===== src/rtl/cpu_seq_pkg.sv =====
// Shared definitions for the CPU run sequencer: state encoding, default
// parameter values and a small constant helper for sizing the cycle counter.
package cpu_seq_pkg;

    typedef enum logic [2:0] {
        ST_IDLE    = 3'd0,
        ST_HOLD    = 3'd1,
        ST_RUN     = 3'd2,
        ST_CAPTURE = 3'd3,
        ST_DONE    = 3'd4
    } seq_state_e;

    localparam int DEF_MODE_W       = 2;
    localparam int DEF_NUM_MODES    = 4;
    localparam int DEF_RESET_CYCLES = 10;
    localparam int DEF_RUN_CYCLES   = 90;
    localparam int DEF_DATA_W       = 8;

    function automatic int max_int(input int a, input int b);
        return (a > b) ? a : b;
    endfunction

endpackage


===== src/rtl/seq_down_counter.sv =====
// Loadable down-counter with a zero flag; it parks at zero rather than
// wrapping, so a phase that outlives its count simply waits.
module seq_down_counter #(
    parameter int W = 4
) (
    input  logic         clk,
    input  logic         rst,
    input  logic         load_i,
    input  logic [W-1:0] load_val_i,
    output logic         zero_o
);

    logic [W-1:0] count_q;

    // NOTE: sequential state uses non-blocking assignments so every flop
    // samples pre-edge values, independent of block evaluation order.
    always_ff @(posedge clk or posedge rst) begin
        if (rst) begin
            count_q <= '0;
        end else if (load_i) begin
            count_q <= load_val_i;
        end else if (count_q != '0) begin
            count_q <= count_q - 1'b1;
        end
    end

    assign zero_o = (count_q == '0);

endmodule


===== src/rtl/cpu_run_sequencer.sv =====
// Steps a CPU through every mode: hold it in reset, let it run, capture its
// register, hand the result off, then advance to the next mode.
module cpu_run_sequencer
    import cpu_seq_pkg::*;
#(
    parameter int MODE_W       = DEF_MODE_W,
    parameter int NUM_MODES    = DEF_NUM_MODES,
    parameter int RESET_CYCLES = DEF_RESET_CYCLES,
    parameter int RUN_CYCLES   = DEF_RUN_CYCLES,
    parameter int DATA_W       = DEF_DATA_W
) (
    input  logic              clk,
    input  logic              reset,
    input  logic              start,
    input  logic [DATA_W-1:0] register,
    input  logic              result_ready,
    output logic [MODE_W-1:0] control,
    output logic              cpu_reset,
    output logic [DATA_W-1:0] result,
    output logic [MODE_W-1:0] result_mode,
    output logic              result_valid,
    output logic              busy,
    output logic              done
);

    localparam int CNT_W = $clog2(max_int(RESET_CYCLES, RUN_CYCLES) + 1);
    // Counter is loaded with length-1 so the zero flag marks a phase's final cycle.
    localparam logic [CNT_W-1:0]  HOLD_LOAD = CNT_W'(RESET_CYCLES - 1);
    localparam logic [CNT_W-1:0]  RUN_LOAD  = CNT_W'(RUN_CYCLES - 1);
    localparam logic [MODE_W-1:0] LAST_MODE = MODE_W'(NUM_MODES - 1);

    seq_state_e        state_q, state_d;
    logic [MODE_W-1:0] control_q, control_d;
    logic [DATA_W-1:0] result_q, result_d;
    logic [MODE_W-1:0] result_mode_q, result_mode_d;
    logic              cnt_load;
    logic [CNT_W-1:0]  cnt_value;
    logic              cnt_zero;

    seq_down_counter #(
        .W (CNT_W)
    ) u_counter (
        .clk        (clk),
        .rst        (reset),
        .load_i     (cnt_load),
        .load_val_i (cnt_value),
        .zero_o     (cnt_zero)
    );

    // NOTE: every signal written here gets a default first, so no path can
    // leave one unassigned and infer a latch.
    always_comb begin
        state_d       = state_q;
        control_d     = control_q;
        result_d      = result_q;
        result_mode_d = result_mode_q;
        cnt_load      = 1'b0;
        cnt_value     = HOLD_LOAD;
        unique case (state_q)
            ST_IDLE, ST_DONE: begin
                if (start) begin
                    control_d = '0;
                    state_d   = ST_HOLD;
                    cnt_load  = 1'b1;
                end
            end
            ST_HOLD: begin
                if (cnt_zero) begin
                    state_d   = ST_RUN;
                    cnt_load  = 1'b1;
                    cnt_value = RUN_LOAD;
                end
            end
            ST_RUN: begin
                if (cnt_zero) begin
                    state_d       = ST_CAPTURE;
                    result_d      = register;
                    result_mode_d = control_q;
                end
            end
            ST_CAPTURE: begin
                if (result_ready) begin
                    if (control_q == LAST_MODE) begin
                        state_d = ST_DONE;
                    end else begin
                        control_d = control_q + 1'b1;
                        state_d   = ST_HOLD;
                        cnt_load  = 1'b1;
                    end
                end
            end
            default: state_d = ST_IDLE;
        endcase
    end

    always_ff @(posedge clk or posedge reset) begin
        if (reset) begin
            state_q       <= ST_IDLE;
            control_q     <= '0;
            result_q      <= '0;
            result_mode_q <= '0;
        end else begin
            state_q       <= state_d;
            control_q     <= control_d;
            result_q      <= result_d;
            result_mode_q <= result_mode_d;
        end
    end

    // Status outputs decode the registered state, so reset reaches them at once.
    assign control      = control_q;
    assign result       = result_q;
    assign result_mode  = result_mode_q;
    assign cpu_reset    = (state_q != ST_RUN);
    assign result_valid = (state_q == ST_CAPTURE);
    assign busy         = (state_q == ST_HOLD) || (state_q == ST_RUN) || (state_q == ST_CAPTURE);
    assign done         = (state_q == ST_DONE);

endmodule


===== config.mk =====
export PLATFORM = sky130hd
export DESIGN_NAME = cpu_run_sequencer
export DESIGN_NICKNAME = d
export VERILOG_FILES = /design/src/rtl/cpu_seq_pkg.sv /design/src/rtl/seq_down_counter.sv /design/src/rtl/cpu_run_sequencer.sv
export SDC_FILE = /design/constraint.sdc
export NUM_CORES = 1
export LEC_CHECK = 0
export ABC_AREA = 1
export CELL_PAD_IN_SITES_DETAIL_PLACEMENT = 1
export CELL_PAD_IN_SITES_GLOBAL_PLACEMENT = 1
export CORE_AREA = 3 3 80 52
export DETAILED_ROUTE_END_ITERATION = 8
export DIE_AREA = 0 0 83 55
export GPL_TIMING_DRIVEN = 0
export PLACE_DENSITY_LB_ADDON = 0.12
export SLEW_MARGIN = 20
export SYNTH_ARGS = -nofsm -noshare
export SYNTH_HDL_FRONTEND = slang
export SYNTH_SLANG_ARGS = --single-unit

===== constraint.sdc =====
create_clock -name clk -period 1.8 [get_ports clk]
set_input_delay 0.18 -clock clk [delete_from_list [all_inputs] [get_ports clk]]
set_output_delay 0.18 -clock clk [all_outputs]
set_load 0.01 [all_outputs]

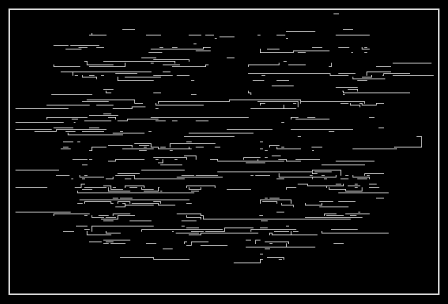
Figure 1: run 1, met1 routing.
nets with wire on the layer: 167
longest straight run: 28.5 microns
wire length on this layer: 1390 microns
share of all routed wire: 47%
routed vias: 1039
GR met1 Demand/Resource: 0.179
DRT Wirelength: 2950 microns

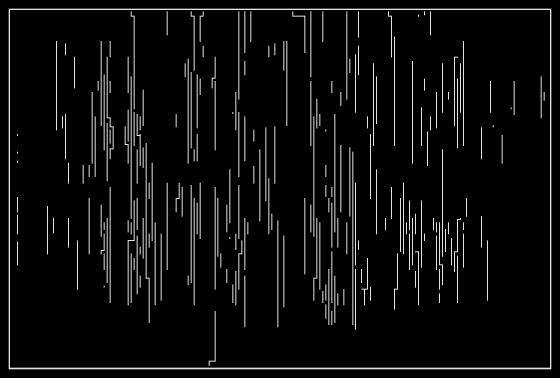
Figure 2: run 1, signal wires on met2.
nets with wire on the layer: 165
wire length on this layer: 1420 microns
longest straight run: 26.5 microns
main direction: vertical

==> out/qor.csv, run 1 <==
metric,value,unit
worst_pin_slew,0.866,ns
async_flop_share,1.00,
p_int,1.36,mW
die_y,55,microns
logic_area,587,sq um
drt_iter0_drc,65,
topCellsByArea,"dfrtp_1 44%, o21ai_2 7.0%, inv_1 6.9%",
dieArea,4570,sq um
cts_made_buffers,3,
ant_nets,0,
yosysTopAreaCell,dfrtp_1,
comb_power_share,0.484,
hpwl,2290,microns
netSwitchingFraction,0.404,
clk_pin_slew,0.08,ns
power_density,1380,nW/um^2
port_buffers,27,
arrival,1.53,ns
cp_slowest_cell,clkdlybuf4s50_1,
synth.top_cells.by_count,"23 x inv_1, 23 x nand2_1, 22 x dfrtp_1, 11 x nand2_2",
fillers,423,
p_switching,922,uW
worstPathRequired,1.62,ns
path_cells,"nand2_1, nor2_4, clkdlybuf4s50_1",
relSlewSlack,0.422,
setup_tns,0,ns
power_frac_seq,0.358,
syn_area,1250,sq um
drive_above_1_share,0.276,
gp_congestion,0.819,
min_path_type,input pin to asynchronous set/reset pin,
diodes,0,
syn_inst,141,
drc,0,
mux_share,0,
ys_top_logic_family,simple AND/OR/NAND/NOR gates,
rsz0062_at_grt,false,
max_freq,583,MHz
status,finished clean,
row_count,17,
area_delta_synth_final,32.0,%
critPathLaunchType,flop,
core_area,3530,sq um
synth_nets,156,
hold_viol,0,
ys.flop_type,dfrtp_1,
path_buffers,1,
yosys_warnings,0,
clock_skew,0.00284,ns
dieWidth,83,microns
path_class,flop to output port,
xor_area_frac,0.00699,
fin_crit_sh,0.953,
grt_start_max_net_pins,23,
dr.pass1.iters,4,
critPathTopFamily,buffers and inverters,
synth.distinct_cells,27,
fp_util,0.355,
crit_path_end_kind,output port,
ys_seq_share,0.439,
clockBufferDepth,2,
maxCapViolCount,0,
ys.flops,22,
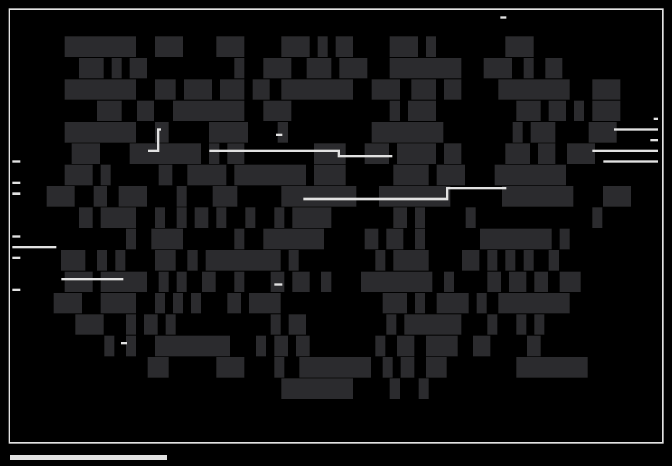
Figure 3: run 1, the metal 3 layer.
The bar under the picture is 20 microns long. Cells faint in the background.
nets with wire on the layer: 17
longest straight run: 18.2 microns
met3 Usage GRT: 0.0414

==> run 1: logic make-up (layout without fill, tap and decap cells) <==
logic type | count (synthesis) | after routing
AND-OR/OR-AND | 21 | 21
XOR/XNOR | 1 | 1
adder cells (fa/ha/maj) | 3 | 3
buffers and inverters | 27 | 60
flip-flops | 22 | 22
AND/OR/NAND/NOR | 67 | 67
==> run 1: cells in the final DEF (no fill, tap or decap), drive strengths merged, types with 2 or more instances in the layout <==
cell,n
clkdlybuf4s50,26
nor2,15
ha,3
buf,4
dfrtp,22
o21ai,14
nand3,8
nor3,2
a21oi,4
inv,25
nand2,36
clkbuf,4
nand4,4
==> run 1: worst paths after layout <==
check                                       end  cells past startpoint  slack, ns                  from
max                                result_valid                      3       0.09            state_q[1]
min                        u_counter.count_q[0]                      2       0.40                 reset
max reg2reg                           result[6]                      8       0.24  u_counter.count_q[0]
min reg2reg                           result[4]                      2       0.49             result[4]
max in group asynchronous            state_q[0]                      2       0.81                 reset
min in group clk                      result[1]                      3       0.46           register[1]
==> run 1: registers in the layout, indices dropped and copies added, names as in the netlist <==
signal / cells
control: 2
result: 8
result_mode: 2
state_q: 3
u_counter.count_q: 7
==> run 1: power by group through the flow <==
stage,logic [mW],clock network [mW],registers [mW]
floorplan,0.698,0,0.833
global placement,1.06,0,0.812
detailed placement,1.11,0,0.821
CTS,1.12,0.374,0.815
global route,1.25,0.407,0.846
finish,1.10,0.362,0.816
==> run 1: timing repair <==
| action | CTS | global route |
|---|---|---|
| setup endpoints to repair | 2 | 3 |
| resized | 4 | 3 |
| gates cloned | 0 | 0 |
| hold buffers | 0 | 0 |
| buffers inserted | 0 | 2 |
| pin swaps | 0 | 1 |
==> run 1: per-layer routing <==
layer  routed length, microns  GRT usage  part of all wire  vias to the layer above
met1                     1390      0.179              0.47                      499
li1                         -          -                 -                      511
met3                       94     0.0414             0.032                        6
met2                     1420      0.246              0.48                       23
met5                        0          0                 0                        -
met4                       48     0.0435             0.016                        0
==> run 1: cell type report <==
| cell class | count | area share |
|---|---|---|
| Multi-Input combinational cell | 92 | 0.354 |
| Clock buffer | 4 | 0.0333 |
| Tap cell | 47 | 0.0355 |
| Sequential cell | 22 | 0.335 |
| Buffer | 2 | 0.0136 |
| Timing Repair Buffer | 29 | 0.172 |
| Inverter | 25 | 0.0567 |
==> run 1: metrics by stage <==
step | area, sq um | setup WS [ns] | cells
finish | 1660 | 0.0855 | 221
global route | 1660 | 0.00279 | 221
CTS | 1640 | 0.00419 | 219
detailed placement | 1580 | 0.154 | 215
global placement | 1580 | 0.228 | 215
floorplan | 1250 | 0.373 | 141
## Run 2: what changed since run 1
HOLD_SLACK_MARGIN = 0.06   (was default)
TNS_END_PERCENT = 50   (was default)
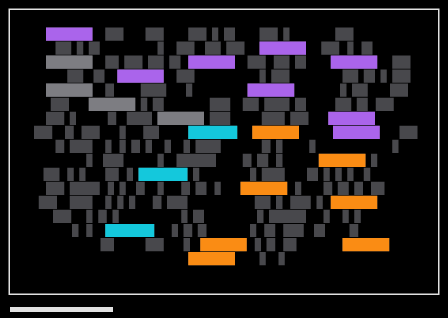
Figure 4: run 2, sequential cells grouped by signal name.
The bar under the picture is 20 microns long.
[orange] u_counter.count_q | flops: 7
[cyan] state_q | flops: 3
[purple] result | flops: 8
not colored: 4

==> out/qor.csv, run 2 <==
metric,value,unit,change
rsz0062_at_grt,false,,
dpl-instance-area,1580,sq um,unchanged
path_class,flop to output port,,
drv_slew,0,,
diodes,0,,unchanged
async_flop_share,1.00,,unchanged
drive_above_1_share,0.276,,unchanged
ir_worst_vdd,458,uV,
final_util,0.469,,
core_area,3530,sq um,unchanged
row_count,17,,unchanged
place_ws,0.154,ns,unchanged
antenna_found_initial,0,,
area_delta_synth_final,32.0,%,unchanged
clockBufferDepth,2,,unchanged
clock_skew,0.00284,ns,unchanged
routedWlPerCell,13.4,microns,
logic_area,587,sq um,unchanged
drt_iter0_drc,65,,unchanged
final_cell_mix,"26 x clkdlybuf4s50_1, 23 x nand2_1, 20 x inv_1, 19 x dfrtp_1, 11 x nand2_2",,
cts_sinks,22,,
grt_pass1_wl,5130,microns,
max_freq,583,MHz,unchanged
crit_path_end_kind,output port,,
syn_inst,141,,unchanged
dp_cells,215,,unchanged
lay_top_count,clkdlybuf4s50_1,,
grt_pass1_vias,1096,,
relSlewSlack,0.422,,unchanged
final_cell_area,1660,sq um,unchanged
insertion_delay,0.26,ns,
post-synth-top-area-fraction,0.439,,
synth.distinct_cells,27,,unchanged
wirelength,2950,microns,unchanged
cts_made_buffers,3,,unchanged
power_frac_seq,0.358,,about the same
ys_seq_share,0.439,,unchanged
topCellsByArea,"dfrtp_1 44%, o21ai_2 7.0%, inv_1 6.9%",,
p_int,1.36,mW,unchanged
synth_nets,156,,unchanged
pwr-share-clk,0.158,,
maxCapViolCount,0,,unchanged
hold_viol,0,,unchanged
grt.overflow.total,0,,
p_leak,0.784,nW,
yosys-stat-cells,141,,
dr.pass1.iters,4,,unchanged
worst_pin_slew,0.866,ns,unchanged
cts_tree,yes,,
synth.top_cells.by_count,"23 x inv_1, 23 x nand2_1, 22 x dfrtp_1, 11 x nand2_2",,
port_buffers,27,,unchanged
via_per_inst,4.70,,
edf_count,0,,
clk_pin_slew,0.08,ns,about the same
power_density,1380,nW/um^2,unchanged
power.total,2.28,mW,
netSwitchingFraction,0.404,,unchanged
grt_start_max_net_pins,23,,unchanged
yosys_warnings,0,,unchanged
ys.flops,22,,unchanged
register_area,554,sq um,
rr_worst_depth,8,,unchanged
dieArea,4570,sq um,unchanged
grt_usage,0.143,,
p_switching,922,uW,unchanged
io_pins,28,,
ys.flop_type,dfrtp_1,,
whs,0.398,ns,
worstPathRequired,1.62,ns,about the same
htree_levels,1,,
yosysTopAreaCell,dfrtp_1,,
fp_util,0.355,,unchanged
syn_area,1250,sq um,unchanged
min_path_type,input pin to asynchronous set/reset pin,,
setup_tns,0,ns,unchanged
fin_cells,221,,unchanged
final.min_clock_period,1.71,ns,
num_vias,1039,,unchanged
path_max_fanout,6,,
largest_reg_flops,8,,unchanged
hpwl,2290,microns,unchanged
drc,0,,unchanged
fillers,423,,unchanged
log.warning_count,27,,
dieWidth,83,microns,unchanged
gp_congestion,0.819,,unchanged
arrival,1.53,ns,about the same
layout_setup_ws,0.0855,ns,unchanged
fin_nets,190,,
ant_nets,0,,unchanged
die_y,55,microns,unchanged
critPathLaunchType,flop,,
setup_viol,0,,
comb_power_share,0.484,,about the same
syn_area_per_cell,8.89,sq um,
status,finished clean,,
fin_crit_sh,0.953,,unchanged
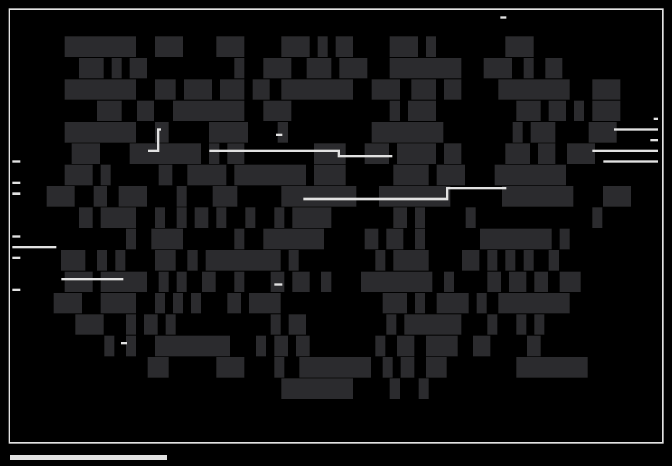
Figure 5: run 2, the metal 3 layer.
The bar under the picture is 20 microns long. Cells faint in the background.
wire length on this layer: 94.0 microns
share of all routed wire: 3.2%
nets with wire on the layer: 17
longest straight run: 18.2 microns

==> run 2: power by group through the flow <==
| stage | Sequential (mW) | Combinational (mW) | Clock [mW] |
|---|---|---|---|
| after floorplan | 0.833 | 0.698 | 0 |
| after global placement | 0.812 | 1.06 | 0 |
| after detailed placement | 0.821 | 1.11 | 0 |
| after CTS | 0.815 | 1.12 | 0.374 |
| after global routing | 0.846 | 1.25 | 0.407 |
| final | 0.816 | 1.10 | 0.362 |
==> run 2: cell type report <==
type / instances / share of cell area
well taps: 47 / 0.0355
multi-input cells: 92 / 0.354
inverters: 25 / 0.0567
repair buffers: 29 / 0.172
clock buffers: 4 / 0.0333
plain buffers: 2 / 0.0136
flip-flops and latches: 22 / 0.335
==> run 2: worst max-delay path, stage by stage, from the launching register on <==
cell and delay [ns]:
dfrtp_2 0.45, nand2_1 0.11, nor2_4 0.16, clkdlybuf4s50_1 0.55
==> run 2: final timing paths <==
kind                                 startpoint                   end  slack [ns]
setup / recovery                     state_q[1]          result_valid        0.09
hold / removal                            reset  u_counter.count_q[0]        0.40
setup reg to reg           u_counter.count_q[0]             result[6]        0.24
hold reg to reg                       result[4]             result[4]        0.49
max in group asynchronous                 reset            state_q[0]        0.81
min in group clk                    register[1]             result[1]        0.46
==> run 2: per-layer routing <==
layer	track usage	up-vias	share of wire
li1	-	511	-
met1	0.179	499	0.47
met2	0.246	23	0.48
met3	0.0414	6	0.032
met4	0.0435	0	0.016
met5	0	-	0
==> run 2: cells by family after synthesis <==
group,share of synthesized area
and+or+nand+nor,0.298
DFF,0.439
buffers and inverters,0.0928
adders and majority gates,0.0299
AOI/OAI and AO/OA,0.133
xor gates and xnor gates,0.00699
==> run 2: what timing repair did <==
item                                    CTS  global route
pin swaps                                 0             1
buffers inserted                          0             2
endpoints found under the setup margin    2             3
gates resized                             4             3
hold buffers                              0             0
Power and IR drop assume default switching activity.
